--- src/rtl/tiny_control_unit.sv ---
// tiny_control_unit: multi-cycle fetch/decode/execute sequencer for TinyCPU.
// Owns PC and IR; drives per-register enables, bus-source and ALU-op selects.
// All outputs are combinational from state and IR so Clr takes effect at once.
module tiny_control_unit #(
   parameter int unsigned            PC_WIDTH = 8,
   parameter logic [PC_WIDTH-1:0]    RESET_PC = '0
) (
   input  logic                Clock,
   input  logic                Clr,
   input  logic                Run,
   input  logic [7:0]          Instr,
   output logic [PC_WIDTH-1:0] Addr,
   output logic [3:0]          RegEn,
   output logic [1:0]          RxSel,
   output logic [1:0]          RySel,
   output logic [1:0]          BusSel,
   output logic [1:0]          AluOp,
   output logic                Busy,
   output logic                Halted
);

   typedef enum logic [2:0] {
      S_IDLE,
      S_FETCH,
      S_DECODE,
      S_IMM,
      S_EXEC,
      S_HALT
   } state_t;

   typedef enum logic [2:0] {
      OP_NOP  = 3'b000,
      OP_LDI  = 3'b001,
      OP_MOV  = 3'b010,
      OP_ADD  = 3'b011,
      OP_SUB  = 3'b100,
      OP_XOR  = 3'b101,
      OP_RSV  = 3'b110,
      OP_HALT = 3'b111
   } opcode_t;

   state_t              state_q, state_d;
   logic [PC_WIDTH-1:0] pc_q, pc_d;
   logic [7:0]          ir_q, ir_d;
   opcode_t             op;
   logic [3:0]          rx_onehot;
   logic                unused_ir0;

   assign op         = opcode_t'(ir_q[7:5]);
   assign rx_onehot  = 4'b0001 << ir_q[4:3];
   assign unused_ir0 = ir_q[0];

   // State, PC and IR registers; Clr clears them asynchronously.
   always_ff @(posedge Clock or posedge Clr) begin
      if (Clr) begin
         state_q <= S_IDLE;
         pc_q    <= RESET_PC;
         ir_q    <= 8'h00;
      end else begin
         state_q <= state_d;
         pc_q    <= pc_d;
         ir_q    <= ir_d;
      end
   end

   // Next-state, PC/IR update and datapath control decode.
   // The END pseudo-state is folded into the last cycle of each instruction:
   // that cycle samples Run and branches straight to FETCH or IDLE.
   always_comb begin
      state_d = state_q;
      pc_d    = pc_q;
      ir_d    = ir_q;
      RegEn   = '0;
      BusSel  = 2'b00;
      AluOp   = 2'b00;
      unique case (state_q)
         S_IDLE: begin
            if (Run) state_d = S_FETCH;
         end
         S_FETCH: begin
            ir_d    = Instr;
            pc_d    = pc_q + PC_WIDTH'(1);
            state_d = S_DECODE;
         end
         S_DECODE: begin
            unique case (op)
               OP_HALT:                        state_d = S_HALT;
               OP_LDI:                         state_d = S_IMM;
               OP_MOV, OP_ADD, OP_SUB, OP_XOR: state_d = S_EXEC;
               default:                        state_d = Run ? S_FETCH : S_IDLE;
            endcase
         end
         S_IMM: begin
            RegEn   = rx_onehot;
            BusSel  = 2'b01;
            pc_d    = pc_q + PC_WIDTH'(1);
            state_d = Run ? S_FETCH : S_IDLE;
         end
         S_EXEC: begin
            RegEn = rx_onehot;
            unique case (op)
               OP_MOV: begin
                  BusSel = 2'b10;
                  AluOp  = 2'b11;
               end
               OP_SUB:  AluOp = 2'b01;
               OP_XOR:  AluOp = 2'b10;
               default: AluOp = 2'b00;
            endcase
            state_d = Run ? S_FETCH : S_IDLE;
         end
         S_HALT: begin
            state_d = S_HALT;
         end
         default: begin
            state_d = S_IDLE;
         end
      endcase
   end

   assign Addr   = pc_q;
   assign RxSel  = ir_q[4:3];
   assign RySel  = ir_q[2:1];
   assign Busy   = (state_q != S_IDLE) && (state_q != S_HALT);
   assign Halted = (state_q == S_HALT);

endmodule

--- config.mk ---
export PLATFORM = sky130hd
export DESIGN_NAME = tiny_control_unit
export DESIGN_NICKNAME = d
export VERILOG_FILES = /design/src/rtl/tiny_control_unit.sv
export SDC_FILE = /design/constraint.sdc
export NUM_CORES = 1
export LEC_CHECK = 0
export CAP_MARGIN = 20
export CORE_ASPECT_RATIO = 1.5
export CORE_MARGIN = 2
export CORE_UTILIZATION = 46
export CTS_CLUSTER_SIZE = 40
export DETAILED_ROUTE_END_ITERATION = 12
export PLACE_DENSITY = 0.81
export SLEW_MARGIN = 0
export SYNTH_ARGS = -nofsm -noshare
export SYNTH_HDL_FRONTEND = slang
export SYNTH_SLANG_ARGS = --single-unit
--- constraint.sdc ---
create_clock -name Clock -period 1.9 [get_ports Clock]
set_input_delay 0.38 -clock Clock [delete_from_list [all_inputs] [get_ports Clock]]
set_output_delay 0.38 -clock Clock [all_outputs]
set_load 0.1 [all_outputs]
Figure 1. Sequential cells coloured by netlist name (run 1).
Scale bar: 10 um.
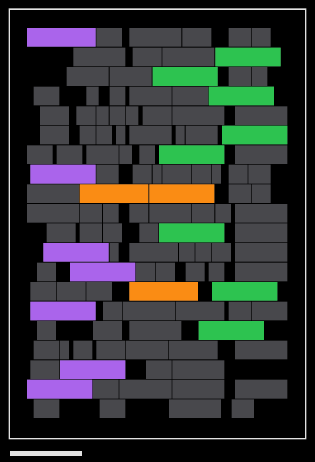
[purple] ir_q | flops: 7
[orange] state_q | flops: 3
[green] Addr | flops: 8

Figure 2. Routed metal, one colour a layer (run 1).
Scale bar: 10 um. Only two layers are drawn.
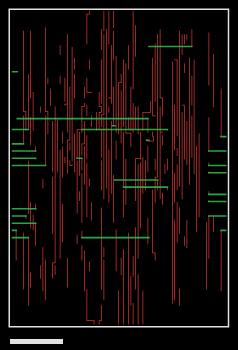
[green] M3 | wire length: 136 um
[red] M2 | wire length: 1450 um

==> qor.csv, run 1 <==
metric,value,unit
number of clock buffers in the layout,4,
Cell variety after synth,28,
outcome,"complete, but fails checks",
Critical Path Sink Type,output port,
Row Count,20,
number of enable flip-flop cells,0,
final worst-path setup slack,-0.0871,ns
Crit path arrival time,1.61,ns
TAP cells,22,
XOR/XNOR share of the synthesized area,0.0832,
"Slew Viols, Final",0,
failing checks,setup timing,
yosys cell count,83,
Seq/total area,0.275,
clk tree area frac,0.0220,
Final setup viols,5,
Yosys reg bits,18,
critical path cell sequence,"buf_4, a21oi_4, and3b_2, buf_12",
Figure 3. Track usage over the die (run 1).
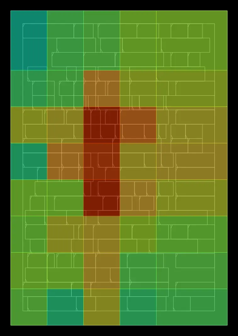
met1 usage: 0.273
WL per Instance: 17.5 um
M2 GR Usage: 0.395
total track usage: 0.241

run 1: per-stage QoR:
| step | area (um2) | setup TNS (ns) |
|---|---|---|
| 5_1_grt | 1650 | -0.709 |
| 2_1_floorplan | 1020 | -0.803 |
| 6_report | 1650 | -0.276 |
| 4_1_cts | 1620 | -0.268 |
| 3_3_place_gp | 1540 | 0 |
| 3_5_place_dp | 1540 | 0 |
run 1: layer usage:
layer	part of all wire	routed length, um	track usage
met5	0	0	0
met4	0.022	55	0.110
met3	0.054	135	0.0714
met2	0.58	1450	0.395
met1	0.35	864	0.273
Figure 4. Cells coloured by class (run 1).
Scale bar: 10 um. Fill, decap, tap and diode cells in grey.
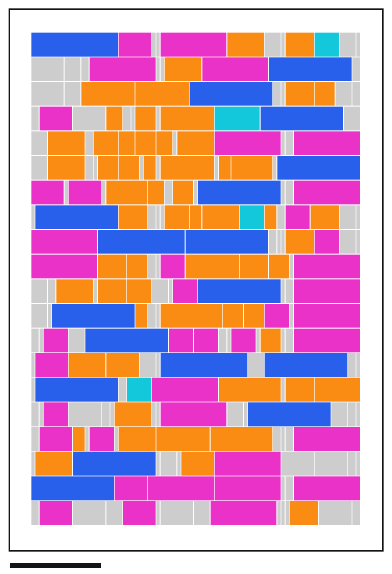

--- run 2 (diff from run 1) ---
TNS_END_PERCENT = 5   (was unset)
Figure 5. Cells coloured by class (run 2).
Scale bar: 10 um. Fill, decap, tap and diode cells in grey.
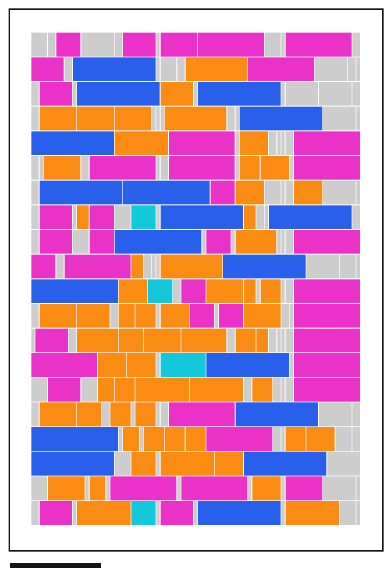
[blue] registers | cells: 18 | share of their area: 28%
[orange] remaining logic cells | cells: 59 | share of their area: 34%
[cyan] clock drivers and dummy loads | cells: 4 | share of their area: 2.2%
[magenta] remaining buffers and delay cells | cells: 40 | share of their area: 36%

Figure 6. Sequential cells coloured by netlist name (run 2).
Scale bar: 10 um.
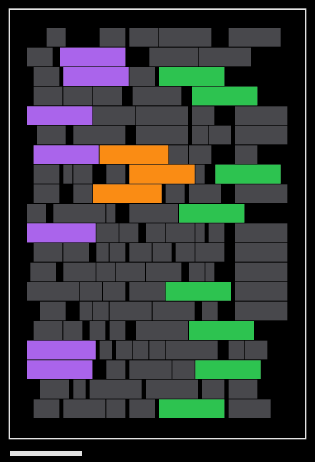
[purple] ir_q | flops: 7
[green] Addr | flops: 8
[orange] state_q | flops: 3
storage element area: 455 um2
Seq/total area: 0.275
final core occ: 0.839

Figure 7. Routed metal, one colour a layer (run 2).
Scale bar: 10 um. Only two layers are drawn.
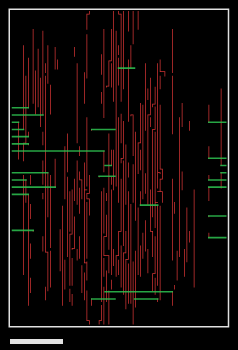
[green] M3 | wire length: 116 um
[red] M2 | wire length: 1410 um
total track usage: 0.242
WL per Instance: 16.9 um
routed vias: 785
drt total wl: 2420 um

==> qor.csv, run 2 <==
metric,value,unit
clk tree area frac,0.0219,
critical path cell sequence,"nor3b_4, buf_4, and4bb_2, buf_12",
"Slew Viols, Final",0,
outcome,"complete, but fails checks",
Critical Path Sink Type,output port,
failing checks,setup timing,
Yosys reg bits,18,
Area Growth Syn to Fin,75.0,%
TAP cells,22,
XOR/XNOR share of the synthesized area,0.0832,
Crit path arrival time,1.66,ns
Finished Cell Area,1660,um2
number of enable flip-flop cells,0,
number of clock buffers in the layout,4,
final worst-path setup slack,-0.139,ns
Final setup viols,6,
Cell variety after synth,28,
yosys cell count,83,
Sum Neg Setup Slack,-0.540,ns
cell family with most CP delay,simple AND/OR/NAND/NOR gates,
Area after DPL,1520,um2
==> run 2: cell counts in the layout (fill, tap and decap cells not counted) <==
Identical to the previous run, type by type.
==> run 2: path summary, 6_finish.rpt <==
path / start / endpoint / slack, ns / cells past startpoint
min reg2reg: Addr[7] / Addr[7] / 0.54 / 1
max in group asynchronous: Clr / state_q[0] / 1.30 / 3
min: Clr / ir_q[7] / 0.37 / 3
min in group Clock: Addr[7] / Addr[7] / 0.54 / 1
max: state_q[0] / BusSel[1] / -0.14 / 4
max reg2reg: state_q[0] / ir_q[1] / 0.27 / 5
==> run 2: layer usage <==
metal | part of all wire | global-route usage
met5 | 0 | 0
met1 | 0.33 | 0.251
met3 | 0.048 | 0.0451
met4 | 0.041 | 0.124
met2 | 0.58 | 0.424
